### src/rtl/match_collector_pkg.sv
`default_nettype none
// ============================================================================
// Module   : match_collector_pkg
// Brief    : Shared state encoding and counter widths for the match collector
// Revision : 1.0 - initial release
// ============================================================================
package match_collector_pkg;

    localparam int DROP_W = 16;
    localparam int MPKT_W = 32;

    typedef enum logic [1:0] {
        IDLE    = 2'd0,
        CAPTURE = 2'd1,
        EMIT    = 2'd2
    } state_t;

endpackage
`default_nettype wire

### src/rtl/match_collector_if.sv
`default_nettype none
// ============================================================================
// Module   : match_collector_if
// Brief    : Valid/ready alert stream from the collector to the formatter
// Revision : 1.0 - initial release
// ============================================================================
interface match_collector_if #(
    parameter int ID_W     = 6,
    parameter int PKT_ID_W = 16
);
    logic                alert_valid;
    logic                alert_ready;
    logic [ID_W-1:0]     alert_engine_id;
    logic [PKT_ID_W-1:0] alert_pkt_id;
    logic                alert_last;

    modport master (
        output alert_valid,
        output alert_engine_id,
        output alert_pkt_id,
        output alert_last,
        input  alert_ready
    );

    modport slave (
        input  alert_valid,
        input  alert_engine_id,
        input  alert_pkt_id,
        input  alert_last,
        output alert_ready
    );
endinterface
`default_nettype wire

### src/rtl/match_prio_enc.sv
`default_nettype none
// ============================================================================
// Module   : match_prio_enc
// Brief    : Lowest-set-bit priority encoder with any-set / single-set flags
// Revision : 1.0 - initial release
// ============================================================================
module match_prio_enc #(
    parameter int NUM_ENGINES = 64,
    parameter int ID_W        = 6
) (
    input  wire logic [NUM_ENGINES-1:0] i_vec,
    output logic      [ID_W-1:0]        o_idx,
    output logic                        o_any,
    output logic                        o_single
);

    // Clearing the lowest set bit leaves zero exactly when one bit was set.
    logic [NUM_ENGINES-1:0] w_rest;
    assign w_rest = i_vec & (i_vec - NUM_ENGINES'(1));

    // Scan from the top down so the lowest set bit is the last to write.
    always_comb begin
        o_idx = '0;
        for (int i = NUM_ENGINES - 1; i >= 0; i--) begin
            if (i_vec[i]) begin
                o_idx = ID_W'(i);
            end
        end
    end

    assign o_any    = |i_vec;
    assign o_single = o_any && (w_rest == '0);

endmodule
`default_nettype wire

### src/rtl/match_collector.sv
`default_nettype none
// ============================================================================
// Module   : match_collector
// Brief    : Snapshots sticky engine match lines after end-of-data and
//            serialises matching engine indices, lowest first, as alerts
// Revision : 1.0 - initial release
// ============================================================================
module match_collector
    import match_collector_pkg::*;
#(
    parameter int NUM_ENGINES = 64,
    parameter int ID_W        = 6,
    parameter int PKT_ID_W    = 16
) (
    input  wire logic                   clk,
    input  wire logic                   rst_n,
    input  wire logic                   en,
    input  wire logic                   eod,
    input  wire logic [PKT_ID_W-1:0]    pkt_id_in,
    input  wire logic [NUM_ENGINES-1:0] match_in,
    match_collector_if.master           alert,
    output logic                        busy,
    output logic [DROP_W-1:0]           drop_cnt,
    output logic [MPKT_W-1:0]           match_pkt_cnt
);

    state_t                 r_state;
    state_t                 w_state_nxt;
    logic [NUM_ENGINES-1:0] r_vec;
    logic [PKT_ID_W-1:0]    r_pkt_id;
    logic [ID_W-1:0]        w_low_idx;
    logic                   w_any;
    logic                   w_single;
    logic                   w_eod;
    logic                   w_fire;

    match_prio_enc #(
        .NUM_ENGINES (NUM_ENGINES),
        .ID_W        (ID_W)
    ) u_prio_enc (
        .i_vec    (r_vec),
        .o_idx    (w_low_idx),
        .o_any    (w_any),
        .o_single (w_single)
    );

    assign w_eod  = en && eod;
    assign w_fire = (r_state == EMIT) && alert.alert_ready;

    // Alert fields derive only from registered state, so they hold while stalled.
    assign alert.alert_valid     = (r_state == EMIT);
    assign alert.alert_engine_id = w_low_idx;
    assign alert.alert_pkt_id    = r_pkt_id;
    assign alert.alert_last      = w_single;
    assign busy                  = (r_state != IDLE);

    // State register.
    always_ff @(posedge clk) begin
        if (!rst_n) begin
            r_state <= IDLE;
        end else begin
            r_state <= w_state_nxt;
        end
    end

    // Next-state decode: one capture cycle, then emit until the vector drains.
    always_comb begin
        w_state_nxt = r_state;
        case (r_state)
            IDLE: begin
                if (w_eod) begin
                    w_state_nxt = CAPTURE;
                end
            end
            CAPTURE: begin
                w_state_nxt = (match_in != '0) ? EMIT : IDLE;
            end
            EMIT: begin
                if (w_fire && w_single) begin
                    w_state_nxt = IDLE;
                end
            end
            default: begin
                w_state_nxt = IDLE;
            end
        endcase
    end

    // Snapshot vector, packet tag and saturating counters.
    always_ff @(posedge clk) begin
        if (!rst_n) begin
            r_vec         <= '0;
            r_pkt_id      <= '0;
            drop_cnt      <= '0;
            match_pkt_cnt <= '0;
        end else begin
            if ((r_state == IDLE) && w_eod) begin
                r_pkt_id <= pkt_id_in;
            end
            if (r_state == CAPTURE) begin
                r_vec <= match_in;
                if ((match_in != '0) && (match_pkt_cnt != '1)) begin
                    match_pkt_cnt <= match_pkt_cnt + MPKT_W'(1);
                end
            end else if (w_fire) begin
                // Drop the lowest set bit, which is the one just accepted.
                r_vec <= r_vec & (r_vec - NUM_ENGINES'(1));
            end
            if ((r_state != IDLE) && w_eod && (drop_cnt != '1)) begin
                drop_cnt <= drop_cnt + DROP_W'(1);
            end
        end
    end

    logic w_unused;
    assign w_unused = w_any;

endmodule
`default_nettype wire
### src/flat_wrapper.sv
// flat-port wrapper written by rule: the top's interface ports become plain ports
module match_collector_flat import match_collector_pkg::*;
#(
    parameter int NUM_ENGINES = 64,
    parameter int ID_W        = 6,
    parameter int PKT_ID_W    = 16
)
  (clk, rst_n, en, eod, pkt_id_in, match_in, busy, drop_cnt, match_pkt_cnt, alert_alert_valid, alert_alert_engine_id, alert_alert_pkt_id, alert_alert_last, alert_alert_ready);
  match_collector_if #(.ID_W(ID_W), .PKT_ID_W(PKT_ID_W)) alert_i ();
  input  wire logic clk;
  input  wire logic rst_n;
  input  wire logic en;
  input  wire logic eod;
  input  wire logic [PKT_ID_W-1:0] pkt_id_in;
  input  wire logic [NUM_ENGINES-1:0] match_in;
  output logic busy;
  output logic [DROP_W-1:0] drop_cnt;
  output logic [MPKT_W-1:0] match_pkt_cnt;
  output wire logic [$bits(alert_i.alert_valid)-1:0] alert_alert_valid;
  output wire logic [$bits(alert_i.alert_engine_id)-1:0] alert_alert_engine_id;
  output wire logic [$bits(alert_i.alert_pkt_id)-1:0] alert_alert_pkt_id;
  output wire logic [$bits(alert_i.alert_last)-1:0] alert_alert_last;
  input wire logic [$bits(alert_i.alert_ready)-1:0] alert_alert_ready;
  assign alert_alert_valid = alert_i.alert_valid;
  assign alert_alert_engine_id = alert_i.alert_engine_id;
  assign alert_alert_pkt_id = alert_i.alert_pkt_id;
  assign alert_alert_last = alert_i.alert_last;
  assign alert_i.alert_ready = alert_alert_ready;
  match_collector #(.NUM_ENGINES(NUM_ENGINES), .ID_W(ID_W), .PKT_ID_W(PKT_ID_W)) u_core (.clk(clk), .rst_n(rst_n), .en(en), .eod(eod), .pkt_id_in(pkt_id_in), .match_in(match_in), .alert(alert_i), .busy(busy), .drop_cnt(drop_cnt), .match_pkt_cnt(match_pkt_cnt));
endmodule
### config.mk
export PLATFORM = sky130hd
export DESIGN_NAME = match_collector_flat
export DESIGN_NICKNAME = d
export VERILOG_FILES = /design/src/rtl/match_collector_pkg.sv /design/src/rtl/match_collector_if.sv /design/src/rtl/match_prio_enc.sv /design/src/rtl/match_collector.sv /design/src/flat_wrapper.sv
export SDC_FILE = /design/constraint.sdc
export NUM_CORES = 1
export LEC_CHECK = 0
export CAP_MARGIN = 10
export CORE_MARGIN = 4
export CORE_UTILIZATION = 56
export CTS_CLUSTER_DIAMETER = 60
export DETAILED_ROUTE_END_ITERATION = 8
export PLACE_DENSITY = 0.86
export SYNTH_ARGS = -nofsm -noshare
export SYNTH_HDL_FRONTEND = slang
export SYNTH_SLANG_ARGS = --single-unit
### constraint.sdc
create_clock -name clk -period 6.2 [get_ports clk]
set_input_delay 1.55 -clock clk [delete_from_list [all_inputs] [get_ports clk]]
set_output_delay 1.55 -clock clk [all_outputs]
set_load 0.02 [all_outputs]
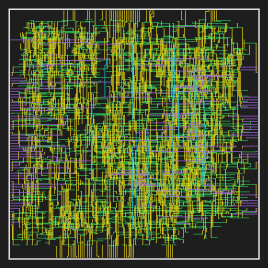
layers.png
Scale: 2 px per um.
color	layer	wire length
cyan	M4	712 um
yellow	M2	10800 um
purple	M3	1940 um
green	M1	9370 um

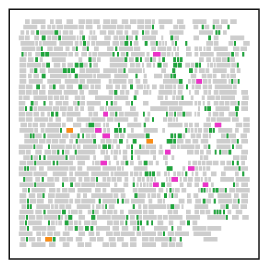
gates.png
Scale: 2 px per um.
color	family	cells
green	nand cells	231
orange	mux cells	3
magenta	non-inverting ao/oa cells	12
Final Non-Filler Cells: 1278
most frequent logic cell in the layout: sky130_fd_sc_hd__clkdlybuf4s50_1
fraction of standard cell area in multi-input logic: 47.2%

==> Changelog: implementation <==
### Metrics

- Combinational fraction of design power: 21.0%
- Total power divided by cell area: 249 mW/mm^2
- First-pass GRT wire length: 36500 um
- Synthesized chip area reported by yosys: 0.00755 mm^2
- Setup slack of the worst register-to-register path: 2.72 ns
- Layout cells sized above 1: 5.63%
- Critical register-to-register path startpoint: u_core.r_vec[28]
- Most common cell in the netlist: sky130_fd_sc_hd__nand2_1
- Number of CTS-inserted buffers: 17
- Min-Delay Startpoint: u_core.alert.alert_pkt_id[6]
- Status: complete, no violations
- Via count of the first global-routing pass: 7355
- Hold Crit Depth: 2
- Drt wl/cell: 17.9 um
- CTS Buffer Depth: 2
- Combinational cell power: 0.508 mW
- Die x size: 124 um
- Iter 0 DRT Violations: 900
- Num ports: 158
- Sequential-cell power consumption: 0.892 mW
- Avg Cell Area, Syn: 7.78 um^2
- Setup TNS Final: 0 ns
- R2r endpoint: u_core.r_vec[59]
- Number of setup violations in the final report: 0
- Max Freq: 0.171 GHz
- Worst-margin pin slew: 1.15 ns
- # port buffers: 157
- Sequential Power Share: 36.8%
- Arrival time reported for the critical path endpoint: 4.28 ns
- Clk network pwr share: 42.2%
- Count of inserted antenna diode cells: 0
- Setup repair after global routing missed its margin: no
- Largest net degree at the start of global routing: 77
- Iteration count of the initial detailed-routing pass: 6
- Int Pwr: 1.70 mW
- DR WL met3: 1940 um
- Class of the most critical setup path: flip-flop to output port
- Count of library flops with an enable pin: 0
- Reg clk slew, reported paths: 0.06 ns
- Leakage Power: 3.43 nW
- CTS Sinks: 130
- Startpoint type of the worst setup path: flip-flop
- Critical Path Fanout Max: 13
- Final Critical Period: 5.83 ns
- Largest cells by area after synthesis: sky130_fd_sc_hd__dfxtp_1, sky130_fd_sc_hd__a21boi_0, sky130_fd_sc_hd__nand2_1
- Detailed Place HPWL: 16200 um
- Clock tree from TritonCTS: yes
- Flip-flop count of the largest register, all copies and words added: 64
- FF-to-FF path depth: 8
- Top cells by instance count after synthesis: sky130_fd_sc_hd__nand2_1, sky130_fd_sc_hd__dfxtp_1, sky130_fd_sc_hd__a21boi_0
- Count of state elements after synthesis: 130
- Number of cells in the yosys synthesis report: 971
- Number of library cell types mapped by synthesis: 69
- Remaining global-route overflow: 0
- Worst max-slew margin expressed relative to the limit: 23.1%
- Area leader, netlist: sky130_fd_sc_hd__dfxtp_1
- Share of flip-flops with an asynchronous set or reset: 0%
- Area growth, synth to finish: 29.2%
- Mapped cell area: 0.00755 mm^2
- Antenna-violating nets left: 0
- Uppermost metal layer occupied by signal nets: met4
- Post-synth top area share: 34.5%
- Most used flip-flop cell: sky130_fd_sc_hd__dfxtp_1
- Post-route fraction of the period consumed by the critical path: 94.1%
- Die H: 124 um
- Num rows: 42
- Core ar.: 0.0132 mm^2
- NumNets Final: 1176
- Tool Warnings: 26
- Largest register by flop count: u_core.r_vec
- DRC errors left: 0
- Sw Ratio: 29.8%
- Worst-Skew Late Latency: 0.42 ns
- Root buffer cell: sky130_fd_sc_hd__clkbuf_16
- Max-capacitance violation count: 0
- Endpoint kind of the worst setup timing path: output port
- Metal-1 WL: 9370 um
- HP Class: flip-flop to flip-flop
- Max IR drop VDD: 0.230 mV
- Cell Count Post-Placement: 1246
- Share of the core filled by cells before placement: 57.0%
- Data required time at the worst endpoint: 4.65 ns
- Post-synthesis cell count: 971
- Full die area: 0.0154 mm^2
- Quantity of hold-fixing buffers added after cts: 0
- Post-synth seq share: 34.5%
- Global placement routability congestion: 0.940
- Pwr top: clock
- Final Hold Violation Tally: 0
- Number of pins exceeding their max-slew limit in the final report: 0
- Yosys synthesis warning count: 0
- H-tree lvl count: 4
- Hold endpoint: u_core.alert.alert_pkt_id[6]
- Routed vias/inst: 6.16
- Regs by FF count: u_core.r_vec x64, u_core.match_pkt_cnt x32
- Cts repair resizes: 0
- Net switching power of the design: 0.723 mW
- GRT Util Overall: 29.7%
- Routed length on met2: 10800 um
- Number of antenna violations at the first check in global routing: 0
- Post-CTS setup buffer count: 0
- Net Count, Synth: 1058
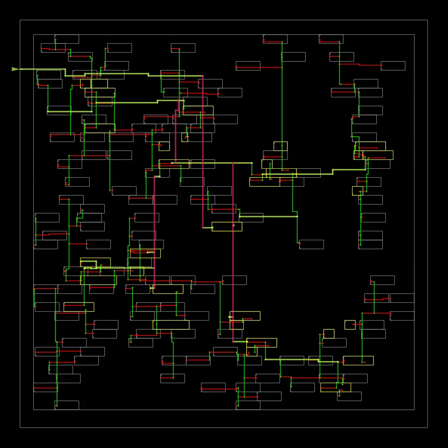
clock_nets.png
clock network power consumption: 1.02 mW
Final Skew: 0.00756 ns
number of sequential cells in the layout: 130
Layout clock buffers: 18

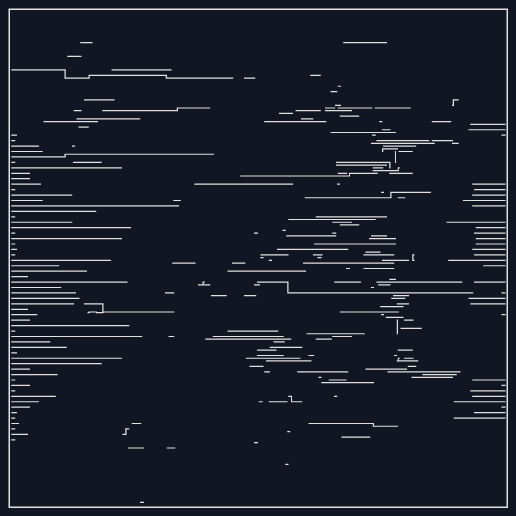
m3.png
Scale: 4 px per um.
share of all routed wire	8.5%
nets with wire on the layer	192
longest straight run	46.2 um
main direction	horizontal
wire length on this layer	1940 um
number of vias after detailed routing: 7876
aggregate routed wire length: 22800 um
global routing usage on met3: 9.40%

## through the flow
stage	hold slack, ns	util (%)	total power [mW]	setup slack (ns)	instance area, um^2
finish	0.465	73.6	2.42	0.366	9750
floorplan	0.498	-	1.20	1.55	7550
CTS	0.465	73.6	2.43	0.365	9750
detailed placement	0.457	69.1	1.41	0.838	9150
global route	0.483	73.6	2.53	0.0141	9750
global placement	0.449	69.1	1.41	0.849	9150
## worst max-delay path by stage
stage                                 from          endpoint  slack [ns]  depth (start not counted)
after floorplan           u_core.r_vec[17]  alert_alert_last        1.55                          9
after global placement    u_core.r_vec[12]  alert_alert_last        0.85                          8
after detailed placement  u_core.r_vec[12]  alert_alert_last        0.84                          8
after CTS                 u_core.r_vec[12]  alert_alert_last        0.36                          8
after global routing      u_core.r_vec[28]  alert_alert_last        0.01                          8
final                     u_core.r_vec[12]  alert_alert_last        0.37                          8
## kinds of logic after synthesis
kind of cell | after synthesis | share of synthesized area (%)
and+or+nand+nor | 459 | 32.2
AOI/OAI and AO/OA | 256 | 24.1
DFF | 130 | 34.5
buffers and inverters | 89 | 4.76
xor gates and xnor gates | 31 | 3.60
muxes | 3 | 0.398
adders and majority gates | 3 | 0.464
## cells in the final DEF, fill, tap and decap left out, types with 17 or more instances in the layout
| cell | n |
|---|---|
| sky130_fd_sc_hd__o21ai_0 | 48 |
| sky130_fd_sc_hd__nand3_1 | 49 |
| sky130_fd_sc_hd__nand4_1 | 28 |
| sky130_fd_sc_hd__clkbuf_16 | 17 |
| sky130_fd_sc_hd__a21boi_0 | 83 |
| sky130_fd_sc_hd__o211ai_1 | 29 |
| sky130_fd_sc_hd__nor3_1 | 21 |
| sky130_fd_sc_hd__or3_1 | 27 |
| sky130_fd_sc_hd__inv_1 | 20 |
| sky130_fd_sc_hd__clkdlybuf4s50_1 | 156 |
| sky130_fd_sc_hd__nand2_1 | 144 |
| sky130_fd_sc_hd__and2_1 | 43 |
| sky130_fd_sc_hd__nor4_1 | 30 |
| sky130_fd_sc_hd__dfxtp_1 | 130 |
| sky130_fd_sc_hd__or4_1 | 21 |
| sky130_fd_sc_hd__a21oi_1 | 22 |
| sky130_fd_sc_hd__xnor2_1 | 24 |
| sky130_fd_sc_hd__nor2_1 | 45 |
## per-layer routing
| layer | track usage, % | vias to the layer above |
|---|---|---|
| met5 | 0 | - |
| met4 | 11.8 | 0 |
| met3 | 9.40 | 53 |
| met2 | 47.7 | 343 |
| met1 | 37.1 | 3679 |
| li1 | - | 3801 |
## area by class of cell
type	instances	area, um^2
Clock buffer	18	439
Clock inverter	14	168
Fill cell	1023	3490
Inverter	20	75.1
Tap cell	176	220
Timing Repair Buffer	168	1650
Sequential cell	130	2600
Multi-Input combinational cell	752	4600
## worst max-delay path, cell delays in order, from the launching register on
cell and delay, ns:
sky130_fd_sc_hd__dfxtp_1 0.44, sky130_fd_sc_hd__or4_1 0.67, sky130_fd_sc_hd__nor4_4 0.39, sky130_fd_sc_hd__nand3_1 0.19, sky130_fd_sc_hd__or4_1 0.58, sky130_fd_sc_hd__a2111oi_2 0.40
sky130_fd_sc_hd__nand4b_1 0.22, sky130_fd_sc_hd__nor3_1 0.27, sky130_fd_sc_hd__clkdlybuf4s50_1 0.70
Power figures rest on the tool's default switching activity, not on a simulated workload.
